==> run_1/cell_classes.png <==
Scale: 4 px per µm.
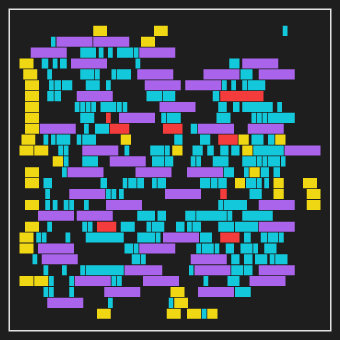
==> run_1/final_congestion.png <==
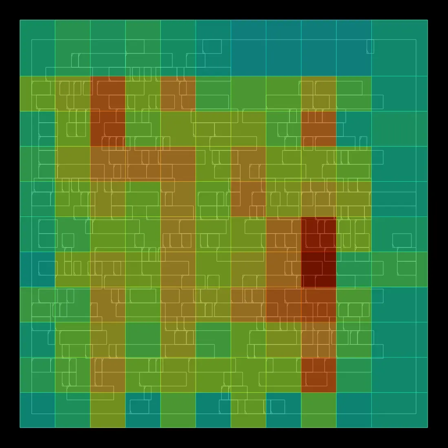
==> run_1/zoom.png <==
Window x 8 to 33, y 48 to 73 µm. Cells in grey, sequential cells in the stronger grey; small squares are vias.
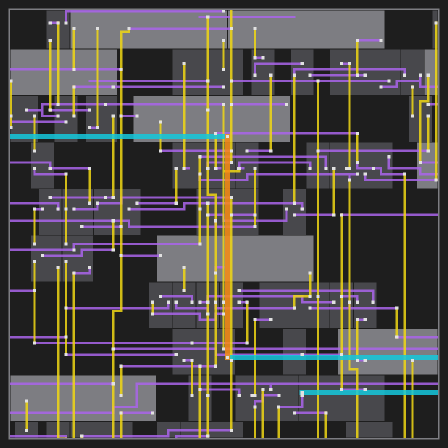
===== src/rtl/mod_symbol_ctrl.sv =====
// ---------------------------------------------------------------------------
// mod_symbol_ctrl
//
// Serialises a DATA_W-bit word into modulation symbols, MSB first. Each
// symbol lasts SYM_CYCLES clocks. At the start of every symbol the block
// pulses 'load' and presents the divider code {msb,cnt} for the carrier
// divider. It also drives 'carrier_en' to gate the output mixer.
//   ASK (mode=0): code = div_hi, and the carrier is gated by the bit value.
//   FSK (mode=1): code = bit ? div_hi : div_lo, and the carrier is always on.
//
// Optional feature (macro MOD_PARITY_EN): after bit 0, one extra PARITY
// symbol is sent. It carries the even parity (XOR) of the word and is coded
// like a data bit.
//
// Handshake: a word is accepted on a rising clk edge where in_valid and
// in_ready are both 1. in_ready is 1 only in IDLE. in_valid is ignored in
// every other state, and the inputs are sampled only at the acceptance edge.
//
// Ports
//   clk        in   system clock, rising edge
//   rst        in   asynchronous active-high reset
//   in_data    in   [DATA_W-1:0] word to transmit
//   in_valid   in   in_data valid
//   in_ready   out  block can accept a word (IDLE)
//   mode       in   0 = ASK, 1 = FSK
//   div_hi     in   [3:0] {msb,cnt} code for bit value 1
//   div_lo     in   [3:0] {msb,cnt} code for bit value 0 (FSK only)
//   load       out  one-cycle pulse in the first cycle of every symbol
//   msb, cnt   out  divider code for the current symbol
//   carrier_en out  carrier gate
//   busy       out  word in flight
//   done       out  one-cycle pulse in the first IDLE cycle after a word
//   dbg_state  out  [1:0] current FSM state, for debug and checkers
// ---------------------------------------------------------------------------
module mod_symbol_ctrl #(
  parameter int SYM_CYCLES = 4096,
  parameter int DATA_W     = 8
) (
  input  logic              clk,
  input  logic              rst,
  input  logic [DATA_W-1:0] in_data,
  input  logic              in_valid,
  output logic              in_ready,
  input  logic              mode,
  input  logic [3:0]        div_hi,
  input  logic [3:0]        div_lo,
  output logic              load,
  output logic              msb,
  output logic [2:0]        cnt,
  output logic              carrier_en,
  output logic              busy,
  output logic              done,
  output logic [1:0]        dbg_state
);

  localparam int          IDX_W      = (DATA_W > 1) ? $clog2(DATA_W) : 1;
  localparam logic [15:0] CNT_RELOAD = 16'(SYM_CYCLES - 1);
  localparam logic [IDX_W-1:0] IDX_MSB = IDX_W'(DATA_W - 1);

`ifdef MOD_PARITY_EN
  typedef enum logic [1:0] {IDLE = 2'd0, SYMBOL = 2'd1, PARITY = 2'd2} state_t;
`else
  typedef enum logic [1:0] {IDLE = 2'd0, SYMBOL = 2'd1} state_t;
`endif

  state_t             state_q,   state_d;
  logic [15:0]        sym_cnt_q, sym_cnt_d;
  logic [IDX_W-1:0]   bit_idx_q, bit_idx_d;
  logic [DATA_W-1:0]  data_q,    data_d;
  logic               mode_q,    mode_d;
  logic [3:0]         hi_q,      hi_d;
  logic [3:0]         lo_q,      lo_d;
  logic               load_q,    load_d;
  logic [3:0]         code_q,    code_d;
  logic               car_q,     car_d;
  logic               done_q,    done_d;
  logic [IDX_W-1:0]   nxt_idx;

  // Code 0 is not a legal divider base, so it is promoted to 1 on latch.
  function automatic logic [3:0] fix_code(input logic [3:0] c);
    return (c == 4'd0) ? 4'd1 : c;
  endfunction

  // ASK always uses div_hi. FSK selects the code by the bit value.
  function automatic logic [3:0] sym_code(input logic m, input logic b,
                                          input logic [3:0] hi,
                                          input logic [3:0] lo);
    return (m && !b) ? lo : hi;
  endfunction

  assign nxt_idx = bit_idx_q - 1'b1;

  always_comb begin
    state_d   = state_q;
    sym_cnt_d = sym_cnt_q;
    bit_idx_d = bit_idx_q;
    data_d    = data_q;
    mode_d    = mode_q;
    hi_d      = hi_q;
    lo_d      = lo_q;
    load_d    = 1'b0;
    code_d    = code_q;
    car_d     = car_q;
    done_d    = 1'b0;

    case (state_q)
      IDLE: begin
        code_d = 4'd0;
        car_d  = 1'b0;
        if (in_valid) begin
          data_d    = in_data;
          mode_d    = mode;
          hi_d      = fix_code(div_hi);
          lo_d      = fix_code(div_lo);
          state_d   = SYMBOL;
          bit_idx_d = IDX_MSB;
          sym_cnt_d = CNT_RELOAD;
          load_d    = 1'b1;
          // The first symbol is computed from the raw inputs, because the
          // latched copies only become visible one cycle later.
          code_d    = sym_code(mode, in_data[DATA_W-1],
                               fix_code(div_hi), fix_code(div_lo));
          car_d     = mode | in_data[DATA_W-1];
        end
      end

      SYMBOL: begin
        if (sym_cnt_q != 16'd0) begin
          sym_cnt_d = sym_cnt_q - 16'd1;
        end else if (bit_idx_q != '0) begin
          bit_idx_d = nxt_idx;
          sym_cnt_d = CNT_RELOAD;
          load_d    = 1'b1;
          code_d    = sym_code(mode_q, data_q[nxt_idx], hi_q, lo_q);
          car_d     = mode_q | data_q[nxt_idx];
        end else begin
`ifdef MOD_PARITY_EN
          state_d   = PARITY;
          sym_cnt_d = CNT_RELOAD;
          load_d    = 1'b1;
          code_d    = sym_code(mode_q, ^data_q, hi_q, lo_q);
          car_d     = mode_q | (^data_q);
`else
          state_d   = IDLE;
          done_d    = 1'b1;
          code_d    = 4'd0;
          car_d     = 1'b0;
`endif
        end
      end

`ifdef MOD_PARITY_EN
      PARITY: begin
        if (sym_cnt_q != 16'd0) begin
          sym_cnt_d = sym_cnt_q - 16'd1;
        end else begin
          state_d = IDLE;
          done_d  = 1'b1;
          code_d  = 4'd0;
          car_d   = 1'b0;
        end
      end
`endif

      default: begin
        state_d = IDLE;
        code_d  = 4'd0;
        car_d   = 1'b0;
      end
    endcase
  end

  always_ff @(posedge clk or posedge rst) begin
    if (rst) begin
      state_q   <= IDLE;
      sym_cnt_q <= 16'd0;
      bit_idx_q <= '0;
      data_q    <= '0;
      mode_q    <= 1'b0;
      hi_q      <= 4'd0;
      lo_q      <= 4'd0;
      load_q    <= 1'b0;
      code_q    <= 4'd0;
      car_q     <= 1'b0;
      done_q    <= 1'b0;
    end else begin
      state_q   <= state_d;
      sym_cnt_q <= sym_cnt_d;
      bit_idx_q <= bit_idx_d;
      data_q    <= data_d;
      mode_q    <= mode_d;
      hi_q      <= hi_d;
      lo_q      <= lo_d;
      load_q    <= load_d;
      code_q    <= code_d;
      car_q     <= car_d;
      done_q    <= done_d;
    end
  end

  assign in_ready   = (state_q == IDLE);
  assign busy       = (state_q != IDLE);
  assign load       = load_q;
  assign msb        = code_q[3];
  assign cnt        = code_q[2:0];
  assign carrier_en = car_q;
  assign done       = done_q;
  assign dbg_state  = state_q;

endmodule


===== config.mk =====
export PLATFORM = sky130hd
export DESIGN_NAME = mod_symbol_ctrl
export DESIGN_NICKNAME = d
export VERILOG_FILES = /design/src/rtl/mod_symbol_ctrl.sv
export SDC_FILE = /design/constraint.sdc
export NUM_CORES = 1
export LEC_CHECK = 0
export ABC_CLOCK_PERIOD_IN_PS = 2400
export CAP_MARGIN = 20
export CORE_MARGIN = 2
export CORE_UTILIZATION = 40
export DETAILED_ROUTE_END_ITERATION = 7
export SLEW_MARGIN = 20
export SYNTH_ARGS = -nofsm -noshare
export SYNTH_HDL_FRONTEND = slang
export SYNTH_SLANG_ARGS = --single-unit
export TNS_END_PERCENT = 30

===== constraint.sdc =====
create_clock -name clk -period 2.4 [get_ports clk]
set_input_delay 0.48 -clock clk [delete_from_list [all_inputs] [get_ports clk]]
set_output_delay 0.48 -clock clk [all_outputs]
set_load 0.03 [all_outputs]

==> results_dict.tcl, run 1 <==
# flow metrics
set metrics [dict create \
    hold_class "reg -> reg" \
    ys_sh_xor 0.02653 \
    drv_slew 0 \
    drive_gt1_frac 0.1287 \
    ys_seq_frac 0.4764 \
    fin_skew_ns 0.006031 \
    netlist_instances 233 \
    clk_path_buf_depth 2 \
    fp-utilization 0.4171 \
    cts_buffers 5 \
    synth_cell_types 48 \
    clk-insertion-delay-late_ns 0.30 \
    cts_max_level 2 \
    antenna_cells 0 \
    die_area_um2 6402 \
    rsz0062_at_grt "false" \
    first_iter_violations 107 \
    tns_ns 0 \
    grt_pass1_wl_mm 8.114 \
    synth-edff-count 0 \
    ys_async_sr_fraction 1.000 \
    overflow 0 \
    synthAdderAreaFrac 0.01624 \
    dpl.hpwl_mm 3.337 \
    core_um2 5540 \
    yosysCellCount 233 \
    die_w_um 80.01 \
    die_h_um 80.01 \
    layout_min_cycle_time_ns 2.290 \
    root_buffer "clkbuf_8" \
    power_uw 2020 \
    syn_nets 256 \
    ys_warn_count 0 \
    ioPinCount 31 \
    port_buffers 29 \
    post-route-period-util 0.9540 \
    ff_type "dfrtp_1" \
    grt_use_total 0.1633 \
    mux_share 0.07742 \
    antenna_left 0 \
    cts_hold_buf 0 \
    status "complete, no violations" \
    warnings 27 \
    vias 1762 \
    synthSimpleGateAreaFrac 0.2593 \
    synthAoiAreaFrac 0.1099 \
    cts_tree "built" \
    hold_viol_final 0 \
    grt_pass1_vias 1717 \
    synth_chip_area_um2 2311 \
    worstSetupStartpointType "register" \
    cts.clk_slew.worst_paths_ns 0.08 \
    wl_per_cell_um 13.82 \
    syn-cell-area_um2 2311 \
    met2_length_mm 2.161 \
    critPathRequiredTime_ns 1.92 \
    cp_slowest_cell "clkdlybuf4s50_1" \
    num_rows 27 \
    route.met3.wl_um 183 \
    syn2layout_area_growth_pct 22.96 \
    slowest_delay_ns 0.71 \
    crit_buf_inv 2 \
    antenna_found_initial 0 \
    path_class "reg -> out" \
    arrival_ns 1.81 \
    top_layer "met4" \
    viasPerCell 5.122 \
    finalSetupViolCount 0 \
    crit_family "buffers and inverters" \
    p_per_area_nw_per_um2 710.9 \
    first_pass_iters 4 \
    logic_family "simple AND/OR/NAND/NOR gates" \
    ir_drop_v 0.0003721 \
    drt-met1-wl_mm 2.359 \
    drt-total-wl_mm 4.754 \
    max_freq_mhz 436.8 \
    tightest_slew_ns 0.6617 \
    crit_path_end_kind "primary output" \
    gp_congestion 0.7915 \
    cap_violations 0 \
    relSlewSlack 0.5578 \
    cts_sinks 44 \
    drc 0 \
]
## Picture notes: cell_classes.png
flops -> purple  # cells 44, share of their area 40%
other buffers and delay cells -> yellow  # cells 40, share of their area 14%
all other logic -> cyan  # cells 180, share of their area 42%
clock drivers and dummy loads -> red  # cells 8, share of their area 3.9%

## Picture notes: final_congestion.png
met1 usage: 0.2238
layer with the highest usage: met2
post-layout util: 0.5129
global routing met3 resource utilization: 0.04412
met2 Use GR: 0.2583

## Picture notes: zoom.png
met3 -> cyan
met1 -> purple
met4 -> orange
met2 -> yellow
netlist names of flops here include = lo_q (4), hi_q (2)
cells with their middle in the window = 41
sequential cells in the window = 7
most frequent = nand2_1 (12), dfrtp_1 (7), nor2_1 (6)

[run 1: power by group]
group / total [µW] / internal, µW / switching, µW
Sequential: 1010 / 861 / 147
Combinational: 449 / 235 / 214
Clock: 563 / 309 / 254
Total: 2020 / 1410 / 615
[run 1: layout make-up]
type                       count  area (µm²)
sequential                    44        1102
fill                         533        2699
tap                           72       90.09
timing repair buffer          40       372.9
clock inverter                 2       35.03
inverter                       7       26.28
clock buffer                   6       72.57
multi-input combinational    173        1142
[run 1: metrics by stage]
stage          area [µm²]  hold WS [ns]  utilization  instances  setup WS, ns
3_3_place_gp         2703        0.4505       0.4878        333        0.1267
6_report             2841        0.4721       0.5129        344        0.1105
3_5_place_dp         2703        0.4573       0.4878        333        0.1196
2_1_floorplan        2311        0.4373            -        233        0.3592
5_1_grt              2841        0.4982       0.5129        344       0.01110
4_1_cts              2810        0.4790       0.5072        341       0.07674
[run 1: placed cells by master, fill, tap and decap left out, drive strengths merged, types with 7 or more instances in the layout]
master	instances
nand2	58
dfrtp	44
nor3	7
buf	11
clkdlybuf4s50	29
mux2i	7
xnor2	7
nor2	23
[run 1: flip-flops by register name, indices dropped and copies added, names as in the netlist, 3 cells and up]
register,count
sym_cnt_q,16
data_q,8
code_q,4
hi_q,4
lo_q,4
bit_idx_q,3
[run 1: timing repair]
item                                    CTS  global route
buffers inserted                          0             3
gates resized                             0             2
endpoints found under the setup margin    0             6
[run 1: cells in the mapped netlist, drive strengths merged, types with 2 or more instances]
cell type	n	area share
mux2	5	0.024
a221o	4	0.017
o21ai	4	0.0087
dfrtp	44	0.48
ha	3	0.016
inv	7	0.011
nor2	23	0.037
nand4	2	0.0054
mux2i	7	0.030
xnor2	7	0.027
and2	2	0.0054
a2111oi	3	0.012
mux4	2	0.023
or3	3	0.010
nor2b	4	0.011
nand2	58	0.094
a21oi	5	0.011
nor4	6	0.042
clkbuf	6	0.0097
a21o	2	0.0065
a31oi	4	0.011
nand3b	2	0.0065
a211oi	2	0.0065
o31ai	2	0.0065
nor3	7	0.020
buf	3	0.011
[run 1: worst paths after layout]
| check | slack (ns) | from | to | cells after the start |
|---|---|---|---|---|
| worst max-delay path | 0.11 | dbg_state[0]$_DFFE_PP0P_ | in_ready | 2 |
| worst min-delay path | 0.47 | data_q[6]$_DFFE_PP0P_ | data_q[6]$_DFFE_PP0P_ | 2 |
| worst max register to register | 0.19 | bit_idx_q[0]$_DFFE_PP0P_ | code_q[2]$_DFFE_PP0P_ | 7 |
| worst min register to register | 0.47 | data_q[6]$_DFFE_PP0P_ | data_q[6]$_DFFE_PP0P_ | 2 |
| max in group asynchronous | 1.38 | rst | bit_idx_q[0]$_DFFE_PP0P_ | 3 |
| min in group asynchronous | 0.62 | rst | sym_cnt_q[12]$_DFFE_PP0P_ | 3 |
[run 1: tightest hold or removal path, delay by kind of cell (launching register included)]
| kind | cells | cell delay (ns) |
|---|---|---|
| and+or+nand+nor | 2 | 0.10 |
| DFF | 1 | 0.34 |
[run 1: metal layers]
layer | global-route usage | vias to the layer above
met5 | 0 | -
li1 | - | 884
met4 | 0.03729 | 0
met1 | 0.2238 | 823
met3 | 0.04412 | 7
met2 | 0.2583 | 48
--- run 2 (diff from run 1) ---
Settings changed: ABC_CLOCK_PERIOD_IN_PS 2400 to not set.
==> run_2/zoom.png <==
Window x 8 to 33, y 48 to 73 µm. Cells in grey, sequential cells in the stronger grey; small squares are vias.
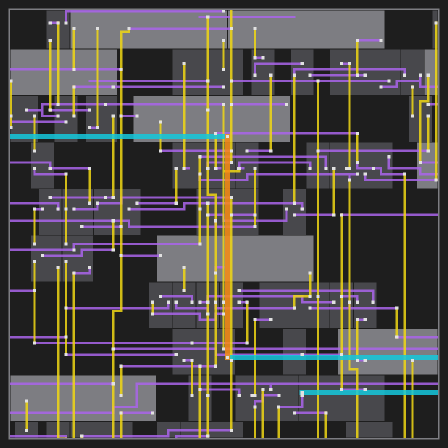
met3 -> cyan
met4 -> orange
met2 -> yellow
met1 -> purple
most frequent = nand2_1 (12), dfrtp_1 (7), nor2_1 (6)
sequential cells in the window = 7
cells with their middle in the window = 41
netlist names of flops here include = lo_q (4), hi_q (2)

==> run 2 against run 1 <==
Effect of this change: synthesized cell count stayed put; sequential power hardly changed; cell area stayed put; largest power group unchanged; critical path depth stayed put.
==> results_dict.tcl, run 2 <==
# flow metrics
set metrics [dict create \
    status "complete, no violations" \
    fp-utilization 0.4171 \
    synth_chip_area_um2 2311 \
    synth_cell_types 48 \
    ys_async_sr_fraction 1.000 \
    overflow 0 \
    tightest_slew_ns 0.6617 \
    drt-total-wl_mm 4.754 \
    syn_nets 256 \
    ys_warn_count 0 \
    die_h_um 80.01 \
    cap_violations 0 \
    die_w_um 80.01 \
    rsz0062_at_grt "false" \
    ff2ff_path_depth 7 \
    first_pass_iters 4 \
    layout_top_cell "nand2_1" \
    slowest_delay_ns 0.71 \
    hold_path_startpoint "data_q[6]$_DFFE_PP0P_" \
    largest_register_ffs 16 \
    seq_area_um2 1102 \
    dpl.hpwl_mm 3.337 \
    synth.most_common_cell "nand2_1" \
    rr_endpoint "code_q[2]$_DFFE_PP0P_" \
    synth_top_area_share 0.4764 \
    tns_ns 0 \
    viasPerCell 5.122 \
    warnings 27 \
    final_cell_mix "nand2_1, dfrtp_1, clkdlybuf4s50_1" \
    reg_top3 "sym_cnt_q (16), data_q (8)" \
    cts_hold_buf 0 \
    arrival_ns 1.81 \
    relSlewSlack 0.5578 \
    antenna_found_initial 0 \
    cts_buffers 5 \
    cts.clk_slew.worst_paths_ns 0.08 \
    hold_depth 2 \
    hold_class "reg -> reg" \
    common_cells "nand2_1, dfrtp_1, nor2_1" \
    drive_gt1_frac 0.1287 \
    cp_slowest_cell "clkdlybuf4s50_1" \
    hold_viol_final 0 \
    dp_cells 333 \
    post-route-period-util 0.9540 \
    largest-register "sym_cnt_q" \
]
==> run_2/final_congestion.png <==
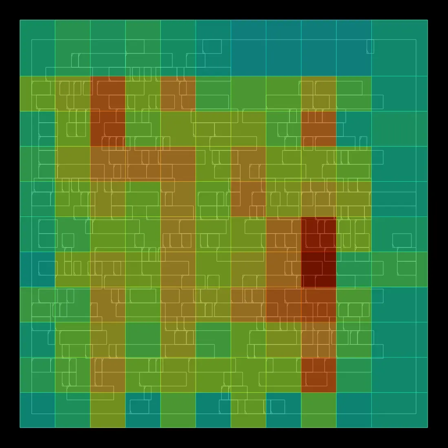
Tot GR Track Use: 0.1633
WL per Instance: 13.82 µm

run 2: cell counts in the layout (fill, tap and decap cells not counted):
Identical to the previous run, type by type.
run 2: kinds of logic (layout without fill, tap and decap cells):
group                    Yosys count  after routing  synth area share
AND/OR/NAND/NOR                  114            114            0.2593
flip-flops                        44             44            0.4765
AND-OR/OR-AND                     34             34            0.1099
buffers and inverters             16             55           0.03248
multiplexers                      14             14           0.07742
XOR/XNOR                           7              7           0.02653
adder cells (fa/ha/maj)            3              3           0.01624
other                              1              1          0.001623
run 2: worst max path at each step:
stage | startpoint | end | slack [ns] | cells past startpoint
2_1_floorplan | dbg_state[0]$_DFFE_PP0P_ | code_q[0]$_DFFE_PP0P_ | 0.36 | 5
3_3_place_gp | in_valid | sym_cnt_q[13]$_DFFE_PP0P_ | 0.13 | 6
3_5_place_dp | bit_idx_q[0]$_DFFE_PP0P_ | code_q[2]$_DFFE_PP0P_ | 0.12 | 7
4_1_cts | dbg_state[0]$_DFFE_PP0P_ | in_ready | 0.08 | 2
5_1_grt | dbg_state[0]$_DFFE_PP0P_ | in_ready | 0.01 | 2
6_report | dbg_state[0]$_DFFE_PP0P_ | in_ready | 0.11 | 2
run 2: critical path, delay by kind of cell, from the launching register on:
family	cells	cell delay, ns
buffers and inverters	2	0.96
flip-flops	1	0.55
run 2: repair_timing:
action                                  4_1_cts  5_1_grt
endpoints found under the setup margin        0        6
buffers inserted                              0        3
resized                                       0        2
run 2: final cells by class:
| type | count | area share |
|---|---|---|
| Tap cell | 72 | 0.03170 |
| Clock inverter | 2 | 0.01233 |
| Sequential cell | 44 | 0.3879 |
| Multi-Input combinational cell | 173 | 0.4020 |
| Timing Repair Buffer | 40 | 0.1312 |
| Clock buffer | 6 | 0.02554 |
| Inverter | 7 | 0.009247 |
run 2: where the power goes:
part	internal, µW	switching (µW)
combinational	235	214
clock	309	254
sequential	861	147
total	1410	615
run 2: layer usage:
layer  vias to the layer above  track usage  wire length [µm]
met4                         0      0.03729                51
met3                         7      0.04412               183
met2                        48       0.2583              2161
met1                       823       0.2238              2359
met5                         -            0                 0
li1                        884            -                 -
run 2: metrics by stage:
stage                 util  power [µW]  worst slack [ns]  hold slack [ns]  cell area, µm²
CTS                 0.5072        2027           0.07674           0.4790            2810
global placement    0.4878        1453            0.1267           0.4505            2703
detailed placement  0.4878        1461            0.1196           0.4573            2703
finish              0.5129        2020            0.1105           0.4721            2841
global route        0.5129        2143           0.01110           0.4982            2841
floorplan                -        1304            0.3592           0.4373            2311
--- run 3 (diff from run 2) ---
Settings changed: ABC_AREA set to 1, CTS_CLUSTER_DIAMETER set to 120.
==> run_3/met1.png <==
Scale: 6 px per µm.
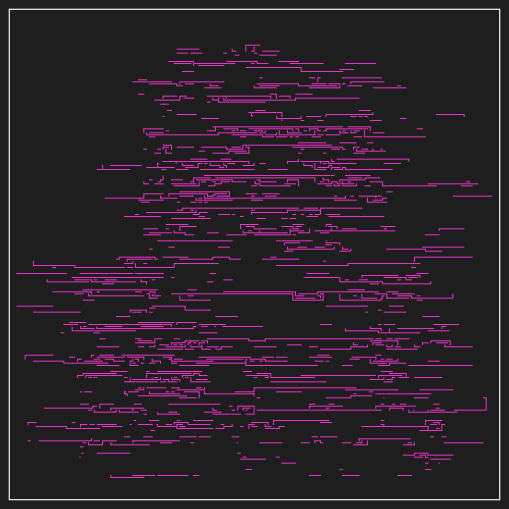
main direction = horizontal
nets with wire on the layer = 336
wire length on this layer = 2480 µm
share of all routed wire = 48%
longest straight run = 23.5 µm

==> run 3 against run 2 <==
Effect of this change: combinational power shrank 79%; routed wire length grew 8.1%; largest power group unchanged; total power shrank 27%; critical path type is now reg -> reg; global-route usage grew 1.5 points; highest routed layer unchanged; setup slack gained 0.25 ns; sequential share of layout area shrank 0.15 points; largest cell class is now registers.
==> results_dict.tcl, run 3 <==
# flow metrics
set metrics [dict create \
    synth_top_area_share 0.4583 \
    dpl.hpwl_mm 3.651 \
    clk_path_buf_depth 2 \
    drive_gt1_frac 0.1003 \
    max_freq_mhz 490.0 \
    p_per_area_nw_per_um2 519.0 \
    cts_resized 0 \
    core_um2 5851 \
    ff2ff_path_depth 11 \
    common_cells "nand2_1, inv_1, dfrtp_1" \
    slowest_delay_ns 0.43 \
    drt-total-wl_mm 5.140 \
    overflow 0 \
    clk-insertion-delay-late_ns 0.29 \
    largest_register_ffs 16 \
    final_core_util 0.4870 \
    gp_congestion 0.8176 \
    yosysCellCount 310 \
    ys_warn_count 0 \
    post-route-period-util 0.8503 \
    first_iter_violations 169 \
    ys_async_sr_fraction 1.000 \
    drc 0 \
    cts_buffers 5 \
    num_rows 28 \
    cts_tree "built" \
    reg_top3 "sym_cnt_q (16), data_q (8)" \
    place_ws_ns 0.3703 \
    r2r-start "bit_idx_q[0]$_DFFE_PP0P_" \
    crit_path_end_kind "register" \
    finalSetupViolCount 0 \
    wl_per_cell_um 12.42 \
    tns_ns 0 \
    antenna_cells 0 \
    syn_nets 333 \
    fin_skew_ns 0.005362 \
    ioPinCount 31 \
    largest-register "sym_cnt_q" \
    synth.most_common_cell "nand2_1" \
    ys_seq_frac 0.4583 \
    hold_class "reg -> reg" \
    hold_viol_final 0 \
    netlist_instances 310 \
    layout_top_cell "nand2_1" \
    grt_pass1_vias 2022 \
    cap_violations 0 \
    cts_sinks 44 \
    post-cts-setup-buffers 0 \
    cp_slowest_cell "dfrtp_1" \
    rr_endpoint "sym_cnt_q[5]$_DFFE_PP0P_" \
    root_buffer "clkbuf_8" \
    layout_min_cycle_time_ns 2.041 \
    rsz0062_at_grt "false" \
    critPathRequiredTime_ns 2.57 \
    die_w_um 81.50 \
    die_h_um 81.50 \
    ff_type "dfrtp_1" \
    cts.clk_slew.worst_paths_ns 0.08 \
    grt_use_total 0.1781 \
    status "complete, no violations" \
    relSlewSlack 0.6328 \
    die_area_um2 6641 \
]
==> run_3/drive_strength.png <==
Scale: 4 px per µm.
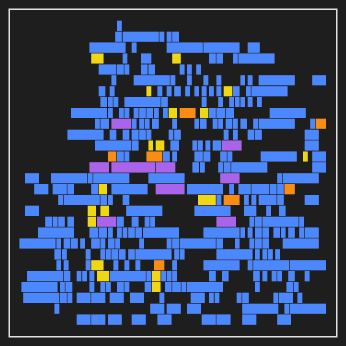
drive 6 and up -> purple  # cells 9, most used clkbuf_8
drive 3 to 4 -> orange  # cells 7, most used buf_4
drive 1 or less -> blue  # cells 305, most used nand2_1
drive 2 -> yellow  # cells 18, most used nor2_2
P&R area growth vs syn: 18.59%
Non-CTS buffers: 32
cell area after layout: 2849 µm²
Setup WS post-layout: 0.3593 ns

-- run 3: netlist changes by cell type after synthesis, sizes merged, moves of 5 or more --
cell   change
inv       +43
nand3     +31
o21ai     +31
nor2      +13
nand2     +12
mux2i      -7
buf        +6
xnor2      -6
mux2       -5
nor3       -5
nor4       -5
-- run 3: final cells by class --
class / count / area (µm²)
clock buffer: 7 / 96.34
clock inverter: 1 / 30.03
fill: 583 / 3002
inverter: 50 / 190.2
multi-input combinational: 205 / 1025
sequential: 44 / 1101
tap: 75 / 93.84
timing repair buffer: 32 / 312.8
-- run 3: power breakdown --
part           switching [µW]  total (µW)  internal (µW)
Sequential               6.43         765            759
Clock                     250         618            367
Combinational            51.1        95.7           44.6
-- run 3: through the flow --
stage | area [µm²] | total power [µW] | hold WS [ns] | instances
finish | 2849 | 1479 | 0.5079 | 414
global route | 2849 | 1548 | 0.5416 | 414
CTS | 2849 | 1495 | 0.5099 | 414
detailed placement | 2723 | 877.4 | 0.4983 | 406
global placement | 2723 | 877.1 | 0.5004 | 406
floorplan | 2402 | 827.9 | 0.4672 | 310
-- run 3: routing by layer --
metal | part of all wire | track usage | wire length (µm)
met5 | 0 | 0 | 0
met3 | 0.035 | 0.03846 | 181
met2 | 0.48 | 0.2877 | 2445
met1 | 0.48 | 0.2446 | 2482
met4 | 0.0060 | 0.04237 | 31
-- run 3: worst max path at each step --
stage | startpoint | endpoint
final | bit_idx_q[0]$_DFFE_PP0P_ | sym_cnt_q[5]$_DFFE_PP0P_
after CTS | bit_idx_q[0]$_DFFE_PP0P_ | sym_cnt_q[5]$_DFFE_PP0P_
after global routing | bit_idx_q[0]$_DFFE_PP0P_ | sym_cnt_q[5]$_DFFE_PP0P_
after floorplan | bit_idx_q[0]$_DFFE_PP0P_ | sym_cnt_q[9]$_DFFE_PP0P_
after global placement | in_valid | code_q[1]$_DFFE_PP0P_
after detailed placement | in_valid | code_q[2]$_DFFE_PP0P_
-- run 3: logic make-up after synthesis --
logic type      count (synthesis)  synth area share
buf+inv                        61            0.1161
other cells                     1          0.001561
xor+xnor                        3           0.01094
simple gates                  147            0.2807
compound gates                 51            0.1167
fa+ha+maj                       3           0.01563
flops                          44            0.4583
-- run 3: critical path, delay by kind of cell, from the launching register on --
kind	cells	cell delay, ns
buffers and inverters	4	0.42
AND-OR/OR-AND	2	0.30
flip-flops	1	0.43
AND/OR/NAND/NOR	4	0.58
adder cells (fa/ha/maj)	1	0.19
Power is estimated from default activity; no workload was simulated.
